File: src/rtl/fetch_mem_unit.sv
// PC/IR/MDR owner bridging the multicycle controller to a req/ready memory.
// Optional wait-cycle abort with sticky mem_err when MEM_TIMEOUT_EN is defined.
`timescale 1ns/1ps
module fetch_mem_unit #(
    parameter logic [31:0] RESET_PC       = 32'h0000_0000,
    parameter int unsigned TIMEOUT_CYCLES = 16
) (
    input  logic        clk,
    input  logic        reset,
    input  logic        pc_write,
    input  logic        pc_write_cond,
    input  logic        zero,
    input  logic [1:0]  pc_source,
    input  logic [31:0] alu_result,
    input  logic [31:0] alu_out,
    input  logic        iord,
    input  logic        mem_read,
    input  logic        mem_write,
    input  logic        ir_write,
    input  logic [31:0] wdata,
    output logic        mem_req,
    output logic        mem_we,
    output logic [31:0] mem_addr,
    output logic [31:0] mem_wdata,
    input  logic [31:0] mem_rdata,
    input  logic        mem_ready,
    output logic [31:0] pc,
    output logic [31:0] instr_out,
    output logic [31:0] mdr,
    output logic        busy,
    output logic        mem_err
);
    typedef enum logic [1:0] {IDLE, RD_WAIT, WR_WAIT} state_t;

    state_t      state, state_next;
    logic        ir_flag;
    logic        pc_load;
    logic [31:0] pc_next;
    logic        accept_rd, accept_wr, rd_done, timeout_hit;

    // The wait counter is 8 bits wide, so the limit must fit in it.
    if (TIMEOUT_CYCLES < 1 || TIMEOUT_CYCLES > 255) begin : g_bad_timeout
        $error("TIMEOUT_CYCLES must be in 1..255");
    end

    always_comb begin
        pc_load = pc_write | (pc_write_cond & zero);
        pc_next = pc;
        case (pc_source)
            2'b00:   pc_next = alu_result;
            2'b01:   pc_next = alu_out;
            2'b10:   pc_next = {pc[31:26], instr_out[25:0]};
            default: pc_next = pc;
        endcase
    end

    always_ff @(posedge clk) begin
        if (reset) begin
            pc <= RESET_PC;
        end else if (pc_load) begin
            pc <= pc_next;
        end
    end

    always_ff @(posedge clk) begin
        if (reset) begin
            state <= IDLE;
        end else begin
            state <= state_next;
        end
    end

    always_comb begin
        state_next = state;
        accept_rd  = 1'b0;
        accept_wr  = 1'b0;
        rd_done    = 1'b0;
        case (state)
            IDLE: begin
                if (mem_read) begin
                    accept_rd  = 1'b1;
                    state_next = RD_WAIT;
                end else if (mem_write) begin
                    accept_wr  = 1'b1;
                    state_next = WR_WAIT;
                end
            end
            RD_WAIT, WR_WAIT: begin
                if (mem_ready) begin
                    rd_done    = (state == RD_WAIT);
                    state_next = IDLE;
                end else if (timeout_hit) begin
                    state_next = IDLE;
                end
            end
            default: state_next = IDLE;
        endcase
    end

    always_ff @(posedge clk) begin
        if (reset) begin
            mem_addr  <= '0;
            mem_we    <= 1'b0;
            mem_wdata <= '0;
            ir_flag   <= 1'b0;
            mdr       <= '0;
            instr_out <= '0;
        end else begin
            if (accept_rd || accept_wr) begin
                mem_addr <= iord ? alu_out : pc;
                mem_we   <= accept_wr;
            end
            if (accept_rd) begin
                ir_flag <= ir_write;
            end
            if (accept_wr) begin
                mem_wdata <= wdata;
            end
            if (rd_done) begin
                mdr <= mem_rdata;
                if (ir_flag) begin
                    instr_out <= mem_rdata;
                end
            end
        end
    end

    assign mem_req = (state != IDLE);
    assign busy    = (state != IDLE);

`ifdef MEM_TIMEOUT_EN
    localparam logic [7:0] TIMEOUT_LIMIT = 8'(TIMEOUT_CYCLES - 1);

    logic [7:0] wait_cnt;
    logic       err_q;

    // The abort edge is the one on which the counter would reach the limit.
    assign timeout_hit = (wait_cnt == TIMEOUT_LIMIT);

    always_ff @(posedge clk) begin
        if (reset) begin
            wait_cnt <= '0;
            err_q    <= 1'b0;
        end else if (accept_rd || accept_wr) begin
            wait_cnt <= '0;
        end else if (state != IDLE && !mem_ready) begin
            if (timeout_hit) begin
                err_q <= 1'b1;
            end else begin
                wait_cnt <= wait_cnt + 8'd1;
            end
        end
    end

    assign mem_err = err_q;
`else
    assign timeout_hit = 1'b0;
    assign mem_err     = 1'b0;
`endif
endmodule

File: config.mk
export PLATFORM = sky130hd
export DESIGN_NAME = fetch_mem_unit
export DESIGN_NICKNAME = d
export VERILOG_FILES = /design/src/rtl/fetch_mem_unit.sv
export SDC_FILE = /design/constraint.sdc
export NUM_CORES = 1
export LEC_CHECK = 0
export CAP_MARGIN = 25
export CORE_ASPECT_RATIO = 0.5
export CORE_MARGIN = 1.5
export CORE_UTILIZATION = 29
export CTS_CLUSTER_SIZE = 8
export DETAILED_ROUTE_END_ITERATION = 12
export SLEW_MARGIN = 25
export SYNTH_ARGS = -nofsm -noshare
export SYNTH_HDL_FRONTEND = slang
export SYNTH_SLANG_ARGS = --single-unit
File: constraint.sdc
create_clock -name clk -period 1.3 [get_ports clk]
set_input_delay 0.26 -clock clk [delete_from_list [all_inputs] [get_ports clk]]
set_output_delay 0.26 -clock clk [all_outputs]
set_load 0.05 [all_outputs]
Fig. 1: routing congestion map
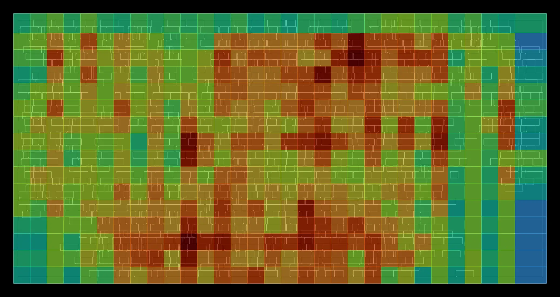
met2 usage: 0.4128
gr busiest metal: met2

Fig. 2: ports around the boundary
Scale: 1.5 px per um. Pins as bars across the die edge, other pins in grey.
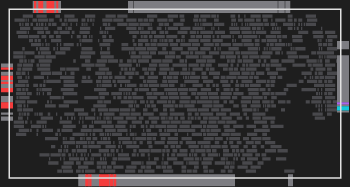
Key: purple = zero [pins 1, direction input, edge right]; cyan = pc_source [pins 2, direction input, edge right]; red = mem_rdata [pins 32, direction input, edge 13 bottom, 10 top, 9 left]
die span in x: 220.0 um
Die H: 111.5 um
port buffer count: 302

==> job_summary.md <==
### Flow metrics

| Metric | Value |
|---|---|
| Hold path depth | `3` |
| Yosys stat chip area | `6830 um2` |
| Post-Synthesis Cells | `790` |
| Antenna violations before repair | `2` |
| Vias in the first global route | `7,259` |
| R2R setup slack | `-0.38 ns` |
| Dominant cell area share | `0.4807` |
| Lkg Pwr | `5.363 nW` |
| RSZ-0062 raised after global routing | `true` |
| Post-synth ARST share | `0` |
| Floorplan Utilization | `0.2972` |
| Status | `complete, but fails checks` |
| OpenROAD warnings | `34` |
| Logic area | `3935 um2` |
| Setup Skew | `0.008319 ns` |
| CP peak stage delay | `0.36 ns` |
| Period utilization | `1.290` |
| Hold Path Class | `in -> reg` |
| Crit path kind | `reg -> reg` |
| Syn Nets | `937` |
| Top cells by area | `dfxtp_1, nand2_1, a21oi_1` |
| Most common reg cell | `dfxtp_1` |
| Final GP Congestion | `0.8528` |
| Non-Filler Instances | `1,446` |
| CORE AREA | `22,980 um2` |
| CTS tree | `yes` |
| Failing checks | `setup timing` |
| Fin util | `0.6296` |
| Routed Antenna Nets | `0` |
| Clock Pin Slew Worst Setup and Hold Paths | `0.06 ns` |
| Final hold vios | `0` |
| Slowest CP cell | `dfxtp_2` |
| DRT Wirelength | `30.72 mm` |
| Setup ws final | `-0.3764 ns` |
| Final min period | `1.676 ns` |
| Filler cells | `1,823` |
| Synthesized area | `6830 um2` |
| Post-DP HPWL | `19.94 mm` |
| Flip-flops with a built-in enable | `0` |
| Power Density | `1101 nW/um2` |
| Most instantiated logic cell after routing | `buf_12` |
| Total gr overflow | `0` |
| Ys Warns | `0` |
| # clock sinks | `164` |
| Worst setup SP type | `register` |
| Crit path cell chain | `inv_4 -> buf_4 -> ha_4 -> and3b_2 -> buf_12 -> bufbuf_16 -> nand2_1 -> a21oi_2` |
| Latency at later pin | `0.44 ns` |
| Setup violations, final | `135` |
| Worst Min Path Start | `reset` |
| Vias | `7,425` |
| Largest net degree at the start of global routing | `41` |
| Yosys cell count | `790` |
| Worst r2r src | `state[1]` |
| Max_slew headroom | `0.6084` |
| Clock Tree Buf Depth | `2` |
| Total area of sequential cells | `3398 um2` |
| Achievable frequency | `596.5 MHz` |
| Area delta synth->final | `111.9%` |
| H-Tree Depth | `4` |
| CP Capture Type | `register` |
| Drt drc | `0` |
| Die Area | `24,540 um2` |
| Synth area leader | `dfxtp_1` |
| I/O pins | `304` |
| Dpl cells | `1,371` |
| Root Buffer Master | `clkbuf_16` |
| Max Cap Viol | `0` |
| Path depth of the worst reg2reg path | `8` |
| Cell Rows | `39` |
| Layout cells sized above 1 | `0.4661` |
| Worst-margin pin slew | `0.5861 ns` |
| Most frequent cells in the layout | `buf_12, nand2_1, clkdlybuf4s50_1, dfxtp_1, a21oi_1` |
| Worst setup startpoint | `state[1]` |
| VDD IR-drop max | `0.7820 mV` |
| Worst r2r dst | `mem_wdata[21]` |
| Post-synthesis cell type count | `37` |
| Number of vias per cell | `5.135` |
| DR iter-0 viols | `501` |
| GRT Total Usage | `0.2454` |
| WP data arrival | `2.00 ns` |
| Req. time, crit path | `1.63 ns` |
| Flops after synth | `164` |
| First-pass GRT wire length | `44.99 mm` |
| TritonCTS Buffers | `17` |
| Routed len/inst | `21.25 um` |
| Iteration count of the initial detailed-routing pass | `5` |
| Hold Path Sink | `mem_addr[4]` |
| Syn Area/Cell | `8.646 um2` |
| Number of max-slew violations in the final report | `0` |
| Crit path max fanout | `6` |
| Seq share, synth | `0.4807` |
| Layout net count | `1,275` |
cell families after synthesis:
group / after synthesis / synth area share
adders and majority gates: 7 / 0.01282
muxes: 32 / 0.04690
and+or+nand+nor: 274 / 0.1704
AOI/OAI and AO/OA: 233 / 0.2220
buffers and inverters: 79 / 0.06668
other: 1 / 0.0005490
DFF: 164 / 0.4807
what timing repair did:
| action | in CTS | in global routing |
|---|---|---|
| hold buffers | 0 | 0 |
| setup endpoints to repair | 195 | 198 |
| gates cloned | 18 | 5 |
| buffers inserted | 16 | 9 |
| resized | 141 | 175 |
| pin swaps | 60 | 46 |
synth_stat cells (2+ instances only):
cell type and number:
nand2_1 197, dfxtp_1 164, a21oi_1 128, mux2i_1 32, buf_2 31, nor2_1 27
a211oi_1 26, a22o_1 26, a22oi_1 26, nor3_1 26, clkbuf_1 17, buf_4 13
buf_6 9, ha_1 7, nor2b_1 7, a211oi_2 6, a311oi_1 6, a31oi_1 6
inv_1 6, nor3_2 6, a21oi_2 4, and2_1 2, buf_1 2, nand3_1 2
o21ai_0 2
routing by layer:
| metal | part of all wire | track usage | up-vias |
|---|---|---|---|
| met3 | 0.056 | 0.05410 | 52 |
| met2 | 0.51 | 0.4128 | 288 |
| met1 | 0.41 | 0.3099 | 3656 |
| met5 | 0 | 0 | - |
| li1 | - | - | 3429 |
| met4 | 0.025 | 0.08390 | 0 |
registers in the layout, indices dropped and copies added, names as in the netlist:
register   count
pc            32
mem_we         1
ir_flag        1
instr_out     32
mem_wdata     32
mdr           32
state          2
mem_addr      32
through the flow:
stage / cell area (um2) / hold WS [ns] / power, W / setup TNS, ns / setup WS, ns
detailed placement: 12090 / 0.4850 / 0.01016 / -58.48 / -0.7710
finish: 14470 / 0.2650 / 0.01593 / -27.52 / -0.3764
CTS: 13760 / 0.2349 / 0.01570 / -22.73 / -0.3763
global route: 14470 / 0.2612 / 0.01650 / -34.61 / -0.4228
global placement: 12090 / 0.4688 / 0.01011 / -52.45 / -0.7309
floorplan: 6933 / 0.3960 / 0.007825 / -0.4907 / -0.02636
worst max path at each step:
| stage | endpoint | slack (ns) | depth (start not counted) |
|---|---|---|---|
| floorplan | mem_addr[25] | -0.03 | 7 |
| global placement | pc[18] | -0.73 | 5 |
| detailed placement | pc[17] | -0.77 | 5 |
| CTS | mem_req | -0.38 | 5 |
| global route | mem_wdata[21] | -0.42 | 8 |
| finish | mem_wdata[21] | -0.38 | 8 |
where the power goes:
part | internal [W] | switching (W) | leakage (nW)
sequential | 0.00535 | 0.000419 | 1.37
combinational | 0.00262 | 0.00255 | 3.72
clock | 0.00294 | 0.00204 | 0.273
total | 0.0109 | 0.00502 | 5.36
worst max-delay path: cells and delay by family, from the launching register on:
kind            cells  cell delay [ns]
compound gates      1             0.05
flops               1             0.36
fa+ha+maj           1             0.16
buf+inv             4             0.62
simple gates        2             0.36
final cells by class:
type / count / share of cell area
repair buffers: 391 / 0.4259
multi-input cells: 548 / 0.2719
flip-flops and latches: 164 / 0.2348
clock buffers: 24 / 0.03329
well taps: 307 / 0.02655
clock inverters: 4 / 0.005102
inverters: 6 / 0.001989
diodes: 2 / 0.0003459
Power figures rest on the tool's default switching activity, not on a simulated workload.
